## config.mk

```make
export PLATFORM = sky130hd
export DESIGN_NAME = bcd_up_counter_2d
export DESIGN_NICKNAME = d
export VERILOG_FILES = /design/src/rtl/bcd_up_counter_2d.sv
export SDC_FILE = /design/constraint.sdc
export NUM_CORES = 1
export LEC_CHECK = 0
export CAP_MARGIN = 20
export CORE_UTILIZATION = 50
export DETAILED_ROUTE_END_ITERATION = 10
export PLACE_DENSITY_LB_ADDON = 0.12
export SLEW_MARGIN = 20
export SYNTH_ARGS = -nofsm -noshare
export SYNTH_HDL_FRONTEND = slang
export SYNTH_SLANG_ARGS = --single-unit
```

## constraint.sdc

```tcl
create_clock -name clk -period 1.9 [get_ports clk]
set_input_delay 0.19 -clock clk [delete_from_list [all_inputs] [get_ports clk]]
set_output_delay 0.19 -clock clk [all_outputs]
set_load 0.05 [all_outputs]
```

## src/rtl/bcd_up_counter_2d.sv

```systemverilog
// Two-digit BCD up-counter with synchronous clear/load, programmable modulus,
// cascadable combinational terminal count and registered wrap / load-error pulses.
module bcd_up_counter_2d #(
  parameter int MODULUS = 100
) (
  input  logic       clk,
  input  logic       rst,
  input  logic       en,
  input  logic       clr,
  input  logic       load,
  input  logic [7:0] load_val,
  output logic [3:0] ones,
  output logic [3:0] tens,
  output logic       tc,
  output logic       wrap,
  output logic       load_err
);

  if (MODULUS < 2 || MODULUS > 100) begin : g_bad_modulus
    $error("bcd_up_counter_2d: MODULUS must be in 2..100");
  end

  localparam logic [3:0] MAX_TENS = 4'((MODULUS - 1) / 10);
  localparam logic [3:0] MAX_ONES = 4'((MODULUS - 1) % 10);
  localparam logic [7:0] MAX_VAL  = 8'(MODULUS - 1);

  logic [3:0] ones_q, ones_d;
  logic [3:0] tens_q, tens_d;
  logic       wrap_q, wrap_d;
  logic       load_err_q, load_err_d;

  logic [7:0] load_dec;
  logic       load_ok;
  logic       at_max;

  // Control priority each edge: clr > load > en > hold. A rejected load still
  // takes its priority slot, so en is ignored in that cycle.
  always_comb begin
    load_dec   = 8'(load_val[7:4]) * 8'd10 + 8'(load_val[3:0]);
    load_ok    = (load_val[7:4] <= 4'd9) && (load_val[3:0] <= 4'd9) &&
                 (load_dec <= MAX_VAL);
    at_max     = (tens_q == MAX_TENS) && (ones_q == MAX_ONES);

    ones_d     = ones_q;
    tens_d     = tens_q;
    wrap_d     = 1'b0;
    load_err_d = 1'b0;

    if (clr) begin
      ones_d = 4'd0;
      tens_d = 4'd0;
    end else if (load) begin
      if (load_ok) begin
        tens_d = load_val[7:4];
        ones_d = load_val[3:0];
      end else begin
        load_err_d = 1'b1;
      end
    end else if (en) begin
      if (at_max) begin
        ones_d = 4'd0;
        tens_d = 4'd0;
        wrap_d = 1'b1;
      end else if (ones_q == 4'd9) begin
        ones_d = 4'd0;
        tens_d = tens_q + 4'd1;
      end else begin
        ones_d = ones_q + 4'd1;
      end
    end
  end

  always_ff @(posedge clk or posedge rst) begin
    if (rst) begin
      ones_q     <= 4'd0;
      tens_q     <= 4'd0;
      wrap_q     <= 1'b0;
      load_err_q <= 1'b0;
    end else begin
      ones_q     <= ones_d;
      tens_q     <= tens_d;
      wrap_q     <= wrap_d;
      load_err_q <= load_err_d;
    end
  end

  // tc only announces an increment that will really happen this edge, so a
  // downstream stage can use it directly as its count enable.
  assign tc       = en && !clr && !load && !rst && at_max;
  assign ones     = ones_q;
  assign tens     = tens_q;
  assign wrap     = wrap_q;
  assign load_err = load_err_q;

endmodule

```

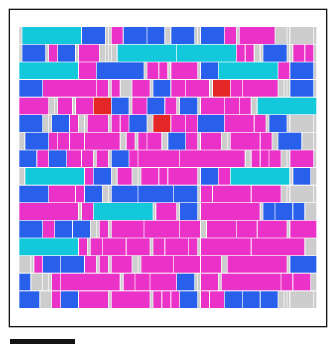
**Above:** run 1 (cell classes on the final placement).
The bar under the picture is 10 um long. Fill, decap, tap and diode cells in grey.
legend:
  other buffers and delay cells:
    colour: blue
    cells: 54
    share_of_their_area: 27%
  cells driving clock nets:
    colour: red
    cells: 3
    share_of_their_area: 1.3%
  all other logic:
    colour: magenta
    cells: 118
    share_of_their_area: 57%
  flip-flops:
    colour: cyan
    cells: 10
    share_of_their_area: 14%

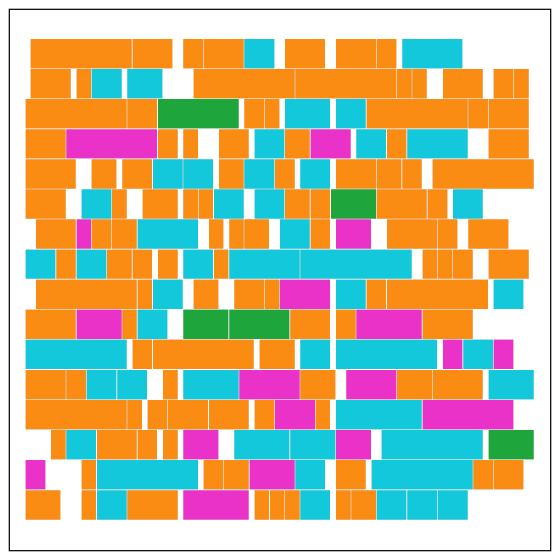
**Above:** run 1 (sizing map).
legend:
  drive 6 and up:
    colour: green
    cells: 5
    share: 2.7%
  drive 2:
    colour: magenta
    cells: 18
    share: 9.7%
  drive 3 to 4:
    colour: cyan
    cells: 49
    share: 26%
  drive 1 or less:
    colour: orange
    cells: 113
    share: 61%

==> run_results.csv, run 1 <==
group,metric,value,unit
timing,period_used_share,1.23,
timing,tightest_slew,0.510,ns
global_routing,grt_usage,0.355,
clocking,clock.latency.late_pin,0.27,ns
final_layout,final_cells,212,
critical_path,path_max_fanout,4,
yosys,yosysWarnings,0,
yosys,edf_count,0,
status,failed_checks,"setup timing",
critical_path,timing.rr.end,"tens[1]",
yosys,synthTopCellsByArea,"dfrtp_1 23%, ha_1 14%, a21oi_1 4.6%",
final_layout,seq_cell_count,10,
critical_path,critPathKind,"in -> reg",
critical_path,reg2regPathDepth,8,
clocking,clockBufferDepth,2,
timing,hold_violations,0,
clocking,cts_tree,"yes",
floorplanning,coreArea,0.00200,mm2
floorplanning,die_h,48.8,um
drt,wl,4430,um
yosys,ys_cells,130,
drt,drt_iter0_drc,78,
global_routing,antenna_found_initial,0,
drt,wl_per_cell,20.9,um
yosys,ys.flops,10,
drt,highest_layer,"met4",
final_layout,clk_share,0.0126,
clocking,cts_sinks,10,
clocking,cts_root_buf,"clkbuf_4",
final_layout,seq_share,0.141,
drt,via_count,1402,
clocking,numCtsBuffers,3,
yosys,yosysMostFrequentCell,"ha_1",
final_layout,bufAreaShareNonClock,0.266,
final_layout,clkbuf_count,3,
critical_path,worstPathRequired,2.06,ns
critical_path,r2r-start,"ones[1]",
yosys,ys_area,0.00110,mm2
critical_path,worstPathArrival,2.49,ns
critical_path,startpoint_type,"primary input",
global_routing,grt_pass1_wl,6400,um
global_routing,grt.overflow.total,0,
clocking,htreeDepth,1,
clocking,cts_resized,37,
floorplanning,num_io_pins,24,
timing,post-route-min-period,2.33,ns
yosys,synth.avg_cell_area,8.43,um2
floorplanning,n_tap_cell,27,
critical_path,r2r_setup_slack,-0.13,ns
drt,post-route-drc-count,0,
job,warning_count,33,
global_routing,grt_max_degree,13,
timing,setup_viol_count_final,10,
worst_hold_path,hold_path_class,"in -> async",
drt,routed_via_density,6.61,
clocking,path_clk_slew,0.07,ns
yosys,netlist.area_leader.share,0.228,
placed_design,dp_hpwl,2560,um
yosys,yosysTopAreaCell,"dfrtp_1",
status,status,"finished with violations",
pwr,worst_ir_drop_vdd,517,uV
yosys,syn_area,0.00110,mm2
pwr,p_leak,0.809,nW
timing,rsz0062_at_grt,"true",
placed_design,io_buffers,23,
final_layout,comb-cell-share,0.541,
final_layout,multiInputCombCellCount,108,
yosys,syn_inst,130,
final_layout,mostFrequentLayoutCell,"buf_4",
floorplanning,fp.dieW,48.8,um
floorplanning,chip_area,0.00238,mm2
placed_design,place_congestion,0.913,
timing,hold_ws,0.217,ns
yosys,fp_nets,157,
drt,wl_met1,1660,um
final_layout,mostFrequentLayoutCells,"29 x buf_4, 15 x clkdlybuf4s50_1, 11 x nand2_1, 10 x dfrtp_1",
critical_path,end_kind,"flip-flop",
drt,wl_met3,325,um
timing,fmax,0.429,GHz
floorplanning,num_rows,16,
yosys,common_cells,"12 x ha_1, 11 x nand2_1",
floorplanning,fp-utilization,0.547,
drt,wl_met2,2150,um
timing,slew_viol_final,0,
final_layout,drive_above_1_share,0.389,
timing,worst_slack,-0.432,ns
yosys,ys_seq_share,0.228,
clocking,post_cts_buffers,4,
final_layout,diodes,0,
final_layout,layout.nets,214,
placed_design,preCtsSetupSlack,-1.14,ns
final_layout,inv_count,10,
yosys,synthArstFlopShare,1.00,
timing,fin_skew,0.00506,ns
timing,relSlewSlack,0.659,
yosys,flop_cell,"dfrtp_1",
placed_design,dpl.cell_count,205,
global_routing,first_global_vias,1354,
drt,ant_nets,0,
pwr,p_per_area,634,mW/mm2
final_layout,area_growth,62.4,%
critical_path,crit_start,"load_val[3]",
final_layout,comb_area,963,um2
yosys,synth_cell_type_count,39,
final_layout,largest_cell_class,"logic gates",
final_layout,buffers,54,
drt,drt_first_pass_iters,4,
final_layout,seqCellArea,250,um2
job,drv_cap,0,
final_layout,fillers,95,
clocking,cts_hold_buf,0,
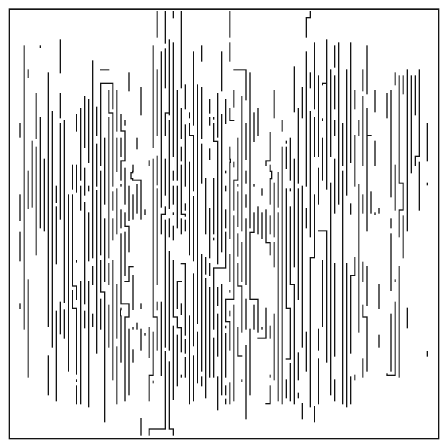
**Above:** run 1 (the metal 2 layer).
nets with wire on the layer: 196
longest straight run: 32.3 um
share of all routed wire: 49%
wire length on this layer: 2,150 um

## run 1: per-stage QoR
step	power (mW)	area, um2	TNS [ns]	utilization
floorplan	0.630	1150	-3.44	-
global placement	0.837	1620	-9.03	0.809
detailed placement	0.855	1620	-9.54	0.809
CTS	1.05	1720	-2.79	0.859
global route	1.18	1780	-3.91	0.889
finish	1.13	1780	-3.32	0.889
## run 1: registers in the layout, indices dropped and copies added (netlist names)
register	count
wrap	1
tens	4
load_err	1
ones	4
## run 1: how the worst max path moves through the flow
| stage | end | slack, ns | depth (start not counted) |
|---|---|---|---|
| 6_report | ones[0] | -0.43 | 8 |
| 5_1_grt | tens[2] | -0.52 | 11 |
| 4_1_cts | tens[1] | -0.36 | 10 |
| 3_5_place_dp | ones[0] | -1.14 | 10 |
| 3_3_place_gp | ones[0] | -1.07 | 10 |
| 2_1_floorplan | ones[0] | -0.52 | 9 |
## run 1: cell families (layout without fill, tap and decap cells)
kind of cell	Yosys count	count (layout)	share of synthesized area
buf+inv	12	67	0.0422
flops	10	10	0.228
mux	5	5	0.0594
xor+xnor	3	3	0.0308
simple gates	46	46	0.204
compound gates	40	40	0.261
fa+ha+maj	14	14	0.174
## run 1: worst max-delay path: stages
cell	delay (ns)
clkdlybuf4s50_1	0.45
ha_2	0.44
xor2_2	0.19
o2111ai_1	0.14
a221o_2	0.41
o211ai_4	0.13
o21a_2	0.23
mux2_4	0.31
## run 1: layer usage
layer  GRT usage  vias to the layer above
li1            -                      586
met1       0.442                      662
met2       0.611                      119
met3      0.0685                       35
met4       0.123                        0
met5           0                        -
## run 1: power breakdown
| group | total, mW | internal [mW] | switching [mW] |
|---|---|---|---|
| registers | 0.278 | 0.240 | 0.0379 |
| clock network | 0.155 | 0.0733 | 0.0819 |
| logic | 0.695 | 0.305 | 0.390 |
==> run 2, diff against run 1 <==
Settings changed: ABC_AREA set to 0, CTS_CLUSTER_SIZE set to 40.
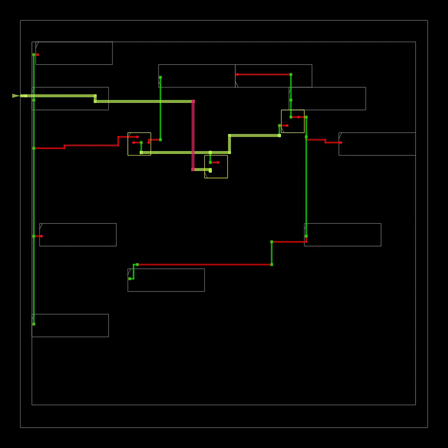
**Above:** run 2 (the clock network).
clock buffers: 3
Clk. pwr: 0.155 mW
CTS buffer count: 3
later-pin clock latency in the skew report: 0.27 ns

==> run_results.csv, run 2 <==
group,metric,value,unit
status,status,"finished with violations",
status,failed_checks,"setup timing",
yosys,synthTopCellsByArea,"dfrtp_1 23%, ha_1 14%, a21oi_1 4.6%",
global_routing,met3_usage,0.0685,
drt,wl,4430,um
global_routing,use_met2,0.611,
final_layout,layout.nets,214,
critical_path,r2r_setup_slack,-0.13,ns
job,drv_cap,0,
timing,worst_slack,-0.432,ns
drt,wl_met2,2150,um
global_routing,grt_max_degree,13,
floorplanning,fp.dieW,48.8,um
drt,drt_first_pass_iters,4,
critical_path,worstPathCellList,"clkdlybuf4s50_1, ha_2, xor2_2, o2111ai_1, a221o_2, o211ai_4, o21a_2, mux2_4",
pwr,worst_ir_drop_vdd,517,uV
yosys,ys_area,0.00110,mm2
critical_path,worstPathRequired,2.06,ns
yosys,yosysTopAreaCell,"dfrtp_1",
timing,tns,-3.32,ns
clocking,clockBufferDepth,2,
floorplanning,fp-utilization,0.547,
critical_path,crit_end,"ones[0]",
clocking,path_clk_slew,0.07,ns
final_layout,diodes,0,
yosys,edf_count,0,
global_routing,grt_pass1_wl,6400,um
critical_path,critPathKind,"in -> reg",
timing,slew_viol_final,0,
timing,relSlewSlack,0.659,
floorplanning,die_h,48.8,um
clocking,cts_sinks,10,
critical_path,startpoint_type,"primary input",
clocking,cts_tree,"yes",
global_routing,use_met1,0.442,
global_routing,grt.overflow.total,0,
pwr,p_leak,0.809,nW
yosys,netlist.area_leader.share,0.228,
drt,wl_per_cell,20.9,um
critical_path,end_kind,"flip-flop",
timing,setup_viol_count_final,10,
drt,routed_via_density,6.61,
global_routing,first_global_vias,1354,
clocking,cts_hold_buf,0,
drt,highest_layer,"met4",
timing,period_used_share,1.23,
timing,hold_violations,0,
yosys,synth_cell_type_count,39,
clocking,cts_resized,37,
floorplanning,chip_area,0.00238,mm2
placed_design,place_congestion,0.913,
drt,wl_met3,325,um
final_layout,area_growth,62.4,%
critical_path,r2r-start,"ones[1]",
critical_path,path_buffers,1,
placed_design,io_buffers,23,
pwr,p_sw_frac,0.451,
yosys,ys.flops,10,
pwr,p_int,0.619,mW
yosys,flop_cell,"dfrtp_1",
yosys,ys_cells,130,
critical_path,path_max_fanout,4,
pwr,p_sw,0.509,mW
pwr,p_seq_frac,0.247,
critical_path,worstPathArrival,2.49,ns
critical_path,crit_start,"load_val[3]",
timing,fmax,0.429,GHz
yosys,syn_area,0.00110,mm2
final_layout,drive_above_1_share,0.389,
final_layout,mostFrequentLayoutCells,"29 x buf_4, 15 x clkdlybuf4s50_1, 11 x nand2_1, 10 x dfrtp_1",
final_layout,mostFrequentLayoutCell,"buf_4",
global_routing,gr-max-usage-layer,"met2",
global_routing,grt_usage,0.355,
timing,post-route-min-period,2.33,ns
drt,ant_nets,0,
critical_path,timing.rr.end,"tens[1]",
timing,fin_skew,0.00506,ns
pwr,power.share.clock,0.138,
yosys,ys_seq_share,0.228,
job,warning_count,33,
critical_path,crit_cells,8,
drt,drt_iter0_drc,78,
yosys,yosysWarnings,0,
floorplanning,num_io_pins,24,
placed_design,dp_hpwl,2560,um
clocking,cts_root_buf,"clkbuf_4",
critical_path,cp_slowest_cell,"clkdlybuf4s50_1",
yosys,common_cells,"12 x ha_1, 11 x nand2_1",
yosys,synth.avg_cell_area,8.43,um2
critical_path,reg2regPathDepth,8,
drt,via_count,1402,
worst_hold_path,hold_path_class,"in -> async",
yosys,fp_nets,157,
clocking,htreeDepth,1,
pwr,comb_power_share,0.616,
pwr,p_per_area,634,mW/mm2
pwr,finalPower,1.13,mW
critical_path,crit_family,"AND-OR/OR-AND gates",
yosys,synthArstFlopShare,1.00,
drt,post-route-drc-count,0,
timing,tightest_slew,0.510,ns
yosys,syn_inst,130,
global_routing,antenna_found_initial,0,
clocking,post_cts_buffers,4,
floorplanning,coreArea,0.00200,mm2
critical_path,crit_path_max_incr_delay,0.45,ns
floorplanning,num_rows,16,
placed_design,preCtsSetupSlack,-1.14,ns
yosys,yosysMostFrequentCell,"ha_1",
drt,wl_met1,1660,um
timing,rsz0062_at_grt,"true",
## run 2: cell counts after synthesis
Identical to the previous run, type by type.
## run 2: through the flow
stage / instance area, um2 / hold WS (ns) / instances / util
floorplan: 1150 / 0.0352 / 130 / -
global placement: 1620 / 0.497 / 205 / 0.809
detailed placement: 1620 / 0.500 / 205 / 0.809
CTS: 1720 / 0.221 / 212 / 0.859
global route: 1780 / 0.271 / 212 / 0.889
finish: 1780 / 0.217 / 212 / 0.889
## run 2: power by group through the flow
| stage | clock (mW) | combinational [mW] | sequential (mW) |
|---|---|---|---|
| after floorplan | 0 | 0.257 | 0.373 |
| after global placement | 0 | 0.564 | 0.273 |
| after detailed placement | 0 | 0.581 | 0.274 |
| after CTS | 0.155 | 0.623 | 0.274 |
| after global routing | 0.172 | 0.731 | 0.282 |
| final | 0.155 | 0.695 | 0.278 |
## run 2: cell type report
class / instances / area (um2)
Multi-Input combinational cell: 108 / 963
Clock buffer: 3 / 22.5
Inverter: 10 / 37.5
Timing Repair Buffer: 54 / 473
Sequential cell: 10 / 250
Fill cell: 95 / 221
Tap cell: 27 / 33.8
## run 2: cell families after synthesis
| kind of cell | after synthesis | share of synthesized area |
|---|---|---|
| and+or+nand+nor | 46 | 0.204 |
| adders and majority gates | 14 | 0.174 |
| muxes | 5 | 0.0594 |
| AOI/OAI and AO/OA | 40 | 0.261 |
| DFF | 10 | 0.228 |
| xor gates and xnor gates | 3 | 0.0308 |
| buffers and inverters | 12 | 0.0422 |
## run 2: how the worst min path moves through the flow
stage / endpoint / slack (ns) / cells after the start
final: ones[0] / 0.22 / 3
after global routing: load_err / 0.27 / 3
after CTS: load_err / 0.22 / 3
after detailed placement: load_err / 0.50 / 3
after global placement: load_err / 0.50 / 3
after floorplan: load_err / 0.04 / 1
==> run 3, diff against run 2 <==
Settings changed: CORE_UTILIZATION 50 to 54.
Clock period 1.9 ns to 2.99 ns, I/O delays scaled along.
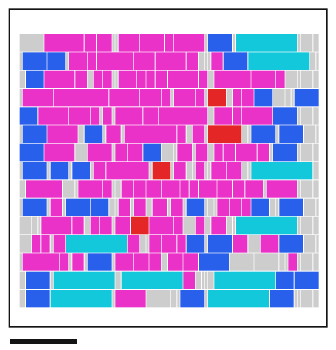
**Above:** run 3 (cell classes on the final placement).
The bar under the picture is 10 um long. Fill, decap, tap and diode cells in grey.
legend:
  clock drivers and dummy loads:
    colour: red
    cells: 4
    share_of_their_area: 2.5%
  other buffers and delay cells:
    colour: blue
    cells: 36
    share_of_their_area: 22%
  flip-flops:
    colour: cyan
    cells: 10
    share_of_their_area: 17%
  all other logic:
    colour: magenta
    cells: 118
    share_of_their_area: 58%

==> run_results.csv, run 3 <==
group,metric,value,unit
timing,hold_violations,0,
final_layout,final_cells,193,
critical_path,critPathKind,"in -> reg",
critical_path,r2r-start,"ones[1]",
clocking,htreeDepth,1,
timing,slew_viol_final,0,
clocking,cts_hold_buf,0,
clocking,clockBufferDepth,2,
critical_path,end_kind,"flip-flop",
global_routing,grt.overflow.total,0,
clocking,path_clk_slew,0.07,ns
timing,fin_skew,0.00114,ns
yosys,edf_count,0,
global_routing,grt_max_degree,14,
placed_design,dpl.cell_count,189,
drt,wl,2820,um
global_routing,grt_pass1_wl,4560,um
yosys,synthTopCellsByArea,"dfrtp_1 23%, ha_1 14%, a21oi_1 4.6%",
critical_path,worstPathRequired,3.15,ns
clocking,cts_tree,"yes",
critical_path,crit_end,"ones[0]",
clocking,post_cts_buffers,0,
drt,drt_first_pass_iters,4,
job,warning_count,30,
critical_path,timing.rr.end,"tens[0]",
critical_path,reg2regPathDepth,8,
floorplanning,fp.dieW,47.1,um
pwr,p_per_area,424,mW/mm2
timing,fmax,0.339,GHz
timing,post-route-min-period,2.95,ns
final_layout,layout.nets,196,
placed_design,dp_hpwl,2200,um
yosys,syn_inst,130,
yosys,flop_cell,"dfrtp_1",
timing,tns,0,ns
critical_path,startpoint_type,"primary input",
clocking,cts_resized,0,
global_routing,antenna_found_initial,0,
final_layout,fillers,120,
drt,drt_iter0_drc,60,
yosys,synth_cell_type_count,39,
floorplanning,die_h,47.1,um
global_routing,grt_usage,0.289,
job,drv_cap,0,
clocking,cts_sinks,10,
critical_path,crit_start,"load_val[5]",
yosys,yosysMostFrequentCell,"ha_1",
drt,wl_per_cell,14.6,um
final_layout,mostFrequentLayoutCell,"clkdlybuf4s50_1",
status,status,"completed",
floorplanning,num_rows,15,
yosys,yosysTopAreaCell,"dfrtp_1",
critical_path,path_max_fanout,6,
yosys,synthArstFlopShare,1.00,
drt,via_count,1171,
drt,ant_nets,0,
yosys,ys_area,0.00110,mm2
clocking,clock.latency.late_pin,0.27,ns
yosys,ys_seq_share,0.228,
yosys,synth.avg_cell_area,8.43,um2
timing,period_used_share,0.986,
yosys,ys_cells,130,
pwr,worst_ir_drop_vdd,433,uV
floorplanning,coreArea,0.00182,mm2
pwr,p_leak,0.703,nW
timing,tightest_slew,0.508,ns
drt,routed_via_density,6.07,
worst_hold_path,hold_path_class,"in -> async",
yosys,fp_nets,157,
final_layout,drive_above_1_share,0.185,
yosys,netlist.area_leader.share,0.228,
global_routing,first_global_vias,1094,
floorplanning,chip_area,0.00221,mm2
timing,setup_viol_count_final,0,
yosys,ys.flops,10,
yosys,common_cells,"12 x ha_1, 11 x nand2_1",
run 3: cell counts after synthesis:
No cell type changed its count.
run 3: power breakdown:
group,internal [mW],switching [mW],leakage [nW]
Sequential,0.153,0.0237,0.133
Combinational,0.146,0.191,0.549
Clock,0.0740,0.0508,0.0210
run 3: area by class of cell:
cell class	instances	area, um2	share of cell area
clock buffer	4	36.3	0.0241
multi-input combinational	108	822	0.545
tap	25	31.3	0.0207
sequential	10	250	0.166
timing repair buffer	36	330	0.219
inverter	10	37.5	0.0249
run 3: worst max-delay path, cell delays in order:
cell and delay, ns:
clkdlybuf4s50_1 0.43, ha_1 0.32, ha_1 0.22, fa_2 0.59
nand2_1 0.09, a2111oi_2 0.34, o21ai_1 0.17, o211ai_4 0.15
o21a_2 0.20, mux2_4 0.30
run 3: metrics by stage:
stage / setup slack, ns / utilization / area (um2) / power [mW] / hold slack [ns]
3_5_place_dp: -0.233 / 0.795 / 1450 / 0.501 / 0.555
6_report: 0.0426 / 0.828 / 1510 / 0.639 / 0.304
3_3_place_gp: -0.123 / 0.795 / 1450 / 0.488 / 0.547
2_1_floorplan: 0.339 / - / 1100 / 0.386 / 0.144
5_1_grt: -0.0395 / 0.828 / 1510 / 0.680 / 0.330
4_1_cts: 0.0380 / 0.814 / 1480 / 0.628 / 0.308
run 3: cell families after synthesis:
family / after synthesis / synth area share
AND-OR/OR-AND: 40 / 0.261
XOR/XNOR: 3 / 0.0308
adder cells (fa/ha/maj): 14 / 0.174
buffers and inverters: 12 / 0.0422
flip-flops: 10 / 0.228
multiplexers: 5 / 0.0594
AND/OR/NAND/NOR: 46 / 0.204
run 3: routing by layer:
layer	share of wire	vias up	track usage
met5	0	-	0
met4	0.011	0	0.103
met3	0.071	5	0.0731
met2	0.51	60	0.478
met1	0.41	552	0.365
li1	-	554	-

==> notes/layouts.md <==
Pictures saved along the way, in no particular order.

Selected gate families.
picture 1
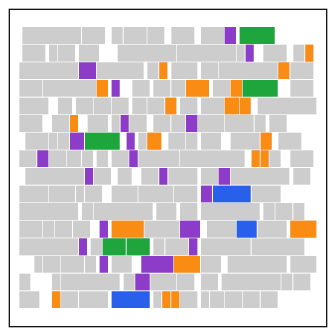
picture 2
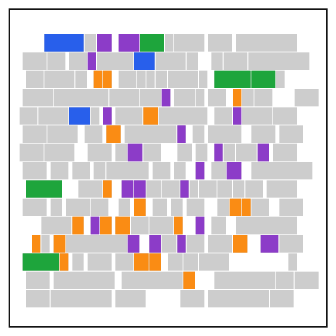
picture 1 -> run 1
picture 2 -> run 3

Power figures rest on the tool's default switching activity, not on a simulated workload.
